--- config.mk ---
export PLATFORM = sky130hd
export DESIGN_NAME = instr_fetch_stage
export DESIGN_NICKNAME = d
export VERILOG_FILES = /design/src/rtl/instr_fetch_stage.sv
export SDC_FILE = /design/constraint.sdc
export NUM_CORES = 1
export LEC_CHECK = 0
export ABC_AREA = 0
export CAP_MARGIN = 20
export CELL_PAD_IN_SITES_DETAIL_PLACEMENT = 0
export CELL_PAD_IN_SITES_GLOBAL_PLACEMENT = 1
export CORE_ASPECT_RATIO = 2
export CORE_MARGIN = 2
export CORE_UTILIZATION = 45
export CTS_BUF_LIST = sky130_fd_sc_hd__clkbuf_16
export DETAILED_ROUTE_END_ITERATION = 7
export PLACE_DENSITY = 0.65
export RECOVER_POWER = 100
export SYNTH_ARGS = -nofsm -noshare
export SYNTH_HDL_FRONTEND = slang
export SYNTH_SLANG_ARGS = --single-unit
--- constraint.sdc ---
create_clock -name i_clk -period 2.6 [get_ports i_clk]
set_input_delay 0.78 -clock i_clk [delete_from_list [all_inputs] [get_ports i_clk]]
set_output_delay 0.78 -clock i_clk [all_outputs]
set_load 0.1 [all_outputs]
--- src/rtl/instr_fetch_stage.sv ---
// Fetch stage: loader-filled instruction memory, registered fetch with stall/flush, sticky halt.
// Optional simulation trace when FETCH_TRACE_EN is defined (no logic change).
//
// state | meaning
// ------+-----------------------------------------------------------
// IDLE  | after reset; waiting for the first loader write
// LOAD  | loader streaming words; first idle strobe releases to RUN
// RUN   | fetching mem[pc] each edge; ready asserted
// HALT  | HALT_WORD retired; outputs frozen until reset
module instr_fetch_stage #(
    parameter int                   PC_W      = 7,
    parameter int                   INSTR_W   = 9,
    parameter logic [INSTR_W-1:0]   HALT_WORD = 9'h1FF
) (
    input  logic               i_clk,
    input  logic               i_reset,
    input  logic               i_load_en,
    input  logic [PC_W-1:0]    i_load_addr,
    input  logic [INSTR_W-1:0] i_load_data,
    input  logic [PC_W-1:0]    i_pc,
    input  logic               i_stall,
    input  logic               i_flush,
    output logic               o_ready,
    output logic [INSTR_W-1:0] o_instr,
    output logic [PC_W-1:0]    o_instr_pc,
    output logic               o_instr_valid,
    output logic               o_done
);

    localparam int DEPTH = 1 << PC_W;

    typedef enum logic [1:0] {
        S_IDLE = 2'd0,
        S_LOAD = 2'd1,
        S_RUN  = 2'd2,
        S_HALT = 2'd3
    } state_t;

    state_t             r_state;
    logic               r_ready;
    logic [INSTR_W-1:0] r_instr;
    logic [PC_W-1:0]    r_instr_pc;
    logic               r_instr_valid;
    logic               r_done;
    logic [INSTR_W-1:0] r_mem [DEPTH];

    logic               w_mem_we;
    logic [INSTR_W-1:0] w_rd_data;
    logic               w_halt_hit;

    // Writes are confined to IDLE/LOAD, so a fetch never races a write.
    assign w_mem_we   = i_load_en && ((r_state == S_IDLE) || (r_state == S_LOAD));
    assign w_rd_data  = r_mem[i_pc];
    assign w_halt_hit = r_instr_valid && (r_instr == HALT_WORD) && !i_stall;

    always_ff @(posedge i_clk) begin
        if (w_mem_we) begin
            r_mem[i_load_addr] <= i_load_data;
        end
    end

    always_ff @(posedge i_clk or posedge i_reset) begin
        if (i_reset) begin
            r_state       <= S_IDLE;
            r_ready       <= 1'b0;
            r_instr       <= '0;
            r_instr_pc    <= '0;
            r_instr_valid <= 1'b0;
            r_done        <= 1'b0;
        end else begin
            case (r_state)
                S_IDLE: begin
                    if (i_load_en) begin
                        r_state <= S_LOAD;
                    end
                end
                S_LOAD: begin
                    if (!i_load_en) begin
                        r_state <= S_RUN;
                        r_ready <= 1'b1;
                    end
                end
                S_RUN: begin
                    // Halt takes priority over a same-cycle flush.
                    if (w_halt_hit) begin
                        r_state       <= S_HALT;
                        r_ready       <= 1'b0;
                        r_instr_valid <= 1'b0;
                        r_done        <= 1'b1;
                    end else if (i_flush) begin
                        r_instr       <= w_rd_data;
                        r_instr_pc    <= i_pc;
                        r_instr_valid <= 1'b0;
                    end else if (!i_stall) begin
                        r_instr       <= w_rd_data;
                        r_instr_pc    <= i_pc;
                        r_instr_valid <= 1'b1;
                    end
                end
                S_HALT: begin
                    r_state <= S_HALT;
                end
                default: begin
                    r_state <= S_IDLE;
                end
            endcase
        end
    end

    assign o_ready       = r_ready;
    assign o_instr       = r_instr;
    assign o_instr_pc    = r_instr_pc;
    assign o_instr_valid = r_instr_valid;
    assign o_done        = r_done;

`ifdef FETCH_TRACE_EN
    always @(posedge i_clk) begin
        if (!i_reset && (r_state == S_RUN) && !i_stall) begin
            $display("Fetch: PC = %h, Instr = %h, Valid = %b, Flush = %b",
                     i_pc, w_rd_data, !i_flush, i_flush);
            if (w_halt_hit) begin
                $display("Halt at PC = %h", r_instr_pc);
            end
        end
    end
`endif

endmodule

==> images/port_nets.png <==
Scale bar: 50 um.
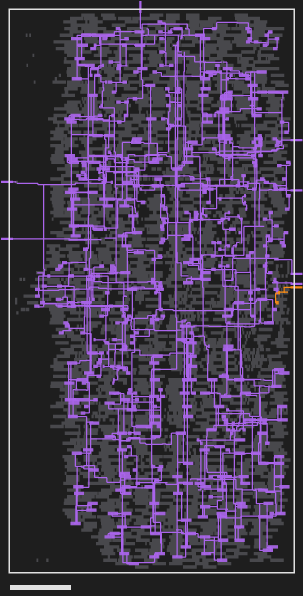
i_pc: marked purple, bits 7, direction input, end cells 580, wire 14300 um. i_flush: marked orange, bits 1, direction input, end cells 2, wire 30.9 um.
I/O pins: 47
number of input and output port buffers inserted: 46

==> images/registers.png <==
Scale bar: 50 um. Other sequential cells in the stronger gray, the rest of the logic in the fainter gray.
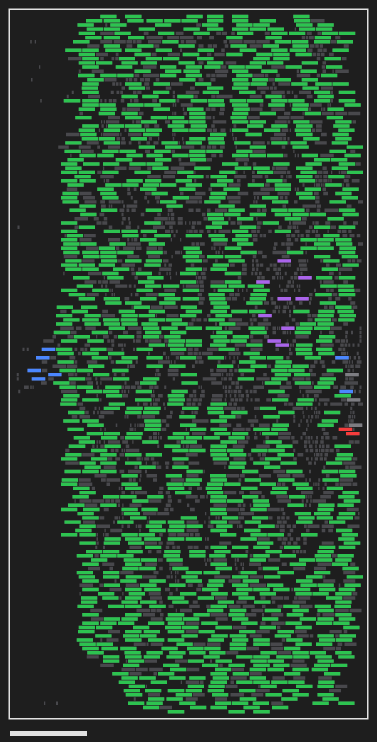
o_instr_pc: marked blue, placed flops 7. o_instr: marked purple, placed flops 9, where right middle. r_mem: marked green, placed flops 1152, where widely spread. r_state: marked red, placed flops 2.
Another 3 sequential cells are not colored.
area occupied by registers: 35120 um2
Core Util, Final: 0.5297
Sequential Power: 21000 uW
flop share of the area: 0.6501

==> images/final_congestion.png <==
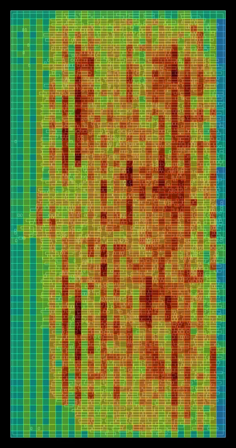
most used routing layer in global routing: met2
total routing resource utilization after global routing: 0.2391
detail-routed net length per standard cell: 29.87 um
met3 capacity usage during global routing: 0.02851

==> images/zoom.png <==
Scale bar: 10 um. Region (45, 102) to (70, 127) um. Cells in gray, sequential cells in the stronger gray; small squares are vias.
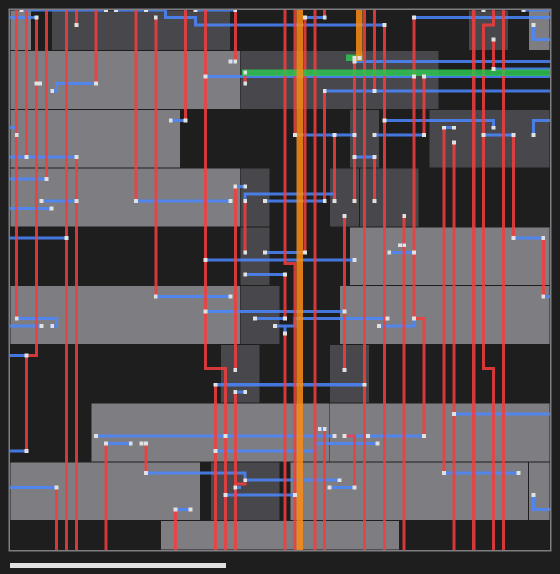
met4: marked orange. met2: marked red. met3: marked green. met1: marked blue.
24 logic cells have their middle in the window. Netlist names of flops here include r_mem (11). Sequential cells in the window: 11. Most frequent: edfxtp_1 (11), nor2_1 (4), clkbuf_2 (4).

==> run summary <==
Summary of implementation figures.

Synthesis
In the synthesized netlist the dominant register cell turns out to be sky130_fd_sc_hd__edfxtp_1. The count of synthesis-stage warnings from yosys is 0. After technology mapping, the gate count stands at 2284.

After synthesis, the cell types taking the most area are sky130_fd_sc_hd__edfxtp_1, sky130_fd_sc_hd__mux4_2, sky130_fd_sc_hd__mux2i_1. The count of unique library cells instantiated by Yosys is 54. Counting every net in the synthesized netlist gives 2312. The cell type with the largest total area after synthesis is sky130_fd_sc_hd__edfxtp_1. Per the synth log, the flip-flop and latch total comes to 1173. After synthesis, the mean cell area works out to 20.22 um2. Yosys mapped a number of flops with a built-in enable equal to 1152. The area fraction of the largest cell type after synthesis is 0.7489. The synth_stat.txt file lists the number of cells as 2284.

Counting flops with an async set or reset pin after synthesis yields a share of 0.01790. The most frequent cell after synthesis is sky130_fd_sc_hd__edfxtp_1.

Floorplanning
The report lists the number of standard-cell rows as 166. The area inside the core boundary is 102000 um2. The width of the chip is 230.5 um.

The area of the chip is 105400 um2. The pre-placement core utilization is 0.4529. In this run the vertical extent of the chip is 457.1 um.

Cells and area
The net count reported at finish is 2759. The fraction of layout instances using a drive strength above 1 is 0.2988. The most common logic cells in the final layout are sky130_fd_sc_hd__edfxtp_1, sky130_fd_sc_hd__buf_4, sky130_fd_sc_hd__mux2i_1.

Counting only logic cells after layout, the most numerous master is sky130_fd_sc_hd__edfxtp_1.

Timing
Dividing the final minimum period by the clock period gives 1.006. The aggregate negative setup slack is -0.1000 ns. The remaining max-slew budget at the tightest pin is -0.5041. Hold-check failures listed in the final report amount to 0.

The peak clock frequency supported by timing is 382.4 MHz. The worst clock skew is 0.03358 ns. For the finished layout, the period the worst path requires is 2.615 ns. The worst-case setup margin in the final layout is -0.01499 ns. Setup violations remaining at the end of the flow were counted as 11. Setup repair after global routing left no endpoint under its margin. Counting pins that exceed their max-slew limit in the final report gives 271.

Setup path
The type of the worst setup path is in -> reg. STA classifies the critical path startpoint as a primary input. In this run the critical path is formed by clkdlybuf4s50_1 -> buf_4 -> nand3b_1 -> or3_1 -> clkbuf_2 -> nor2_1 -> buf_2.

In this design, the stage delay of the slowest critical-path cell is 0.52 ns. The cell with the largest stage delay on the worst path is sky130_fd_sc_hd__clkbuf_2. The worst setup path is captured at a register.

Global route
The number of antenna violations at the first check in global routing is 3. The maximum number of pins on one net before global-route repair is 77. The total grt overflow is 0.

Placed design
The HPWL reported at the end of detailed placement is 86540 um. The placer's final routability congestion estimate is 0.8862.

Clocking
The later pin in the worst-skew pair is clocked with a latency of 0.71 ns. The number of buffers on the longest clock path is 3. The tree is rooted in a sky130_fd_sc_hd__clkbuf_16.

TritonCTS built the clock tree. The maximum level of the CTS H-tree is 3. The clock input transition at the sequential cells of the worst setup and hold paths is 0.07 ns. The number of setup buffers added after CTS is 0. In this run, CTS created clock tree buffers numbering 97. The number of hold buffers added after CTS was 0.

Power and ir drop
In the power breakdown, the internal column shows 30380 uW. In this run the power spent charging and discharging nets is 9287 uW. The power report attributes to the combinational group a share of 0.092.

The script extracted a total leakage power of 0.01794 uW. The worst-case vdd ir drop is 0.5715 mV.

Status
The run finished, with violations left. The final reports fail on capacitance limit, slew limit, setup timing.

Drt
The routed layout reports a DRC error count of 0. The detailed router placed 23.80k vias in this run. The final wirelength is 124100 um.

Hold path
The tightest min-delay check is of the in -> reg type.

Flow run
The number of violations of the max-capacitance limit is 8.
[critical path, delay by kind of cell]
kind,cells,cell delay (ns)
buffers and inverters,4,1.43
and+or+nand+nor,3,0.76
[per-layer routing]
metal	wire length [um]	track usage	share of wire	up-vias
met3	5301	0.02851	0.043	236
met1	42540	0.2594	0.34	12580
met2	69910	0.4601	0.56	709
met4	6305	0.1053	0.051	2
li1	-	-	-	10280
met5	13	0	0.00010	-
[what timing repair did]
item	CTS	global route
hold endpoints to repair	0	0
pin swaps	0	0
cloned	0	0
gates resized	10	2
endpoints found under the setup margin	6	2
[logic make-up after synthesis]
kind of cell / synth area share
simple gates: 0.02812
buf+inv: 0.01975
mux: 0.1561
compound gates: 0.03573
flops: 0.7603
[stage by stage]
stage	cell area [um2]	worst slack [ns]	cells	util	hold slack, ns
after global routing	54020	0.01384	4153	0.5297	0.3681
after detailed placement	51520	-1.204	3976	0.5052	0.4618
after floorplan	46360	-0.07872	2284	-	0.4662
after global placement	51520	-1.182	3975	0.5052	0.4456
after CTS	54780	0.06922	4152	0.5371	0.2643
final	54020	-0.01499	4153	0.5297	0.3758
[sequential cells by signal, summed over array words and instances, names as in the netlist]
signal and cells:
o_done 1, o_instr 9, o_instr_pc 7, o_instr_valid 1, o_ready 1, r_mem 1152
r_state 2
[power groups by stage]
stage	Combinational [uW]	Sequential [uW]	Clock, uW
after detailed placement	3800	21400	0
after global routing	3820	21000	16000
after CTS	3810	21000	15300
after global placement	3770	21400	0
final	3660	21000	15000
after floorplan	1320	22200	0
[layout make-up]
| cell class | count | share of cell area |
|---|---|---|
| Tap cell | 1344 | 0.03113 |
| Multi-Input combinational cell | 981 | 0.1899 |
| Clock buffer | 99 | 0.04586 |
| Antenna cell | 1 | 0.00004632 |
| Clock inverter | 77 | 0.01397 |
| Sequential cell | 1173 | 0.6501 |
| Inverter | 4 | 0.0002779 |
| Timing Repair Buffer | 474 | 0.06877 |
[final timing paths]
| check | from | to | slack, ns | cells after the start |
|---|---|---|---|---|
| max | i_load_addr[0] | r_mem[126][3] | -0.01 | 7 |
| min in group asynchronous | i_reset | o_instr_pc[2] | 1.09 | 3 |
| max reg2reg | r_state[1] | r_mem[126][3] | 0.28 | 5 |
| min | i_load_data[7] | r_mem[45][7] | 0.38 | 1 |
| min reg2reg | o_done | o_done | 0.47 | 1 |
| max in group asynchronous | i_reset | r_state[0] | 0.49 | 3 |
No activity file was given, so power comes from the tool's default toggle rates.
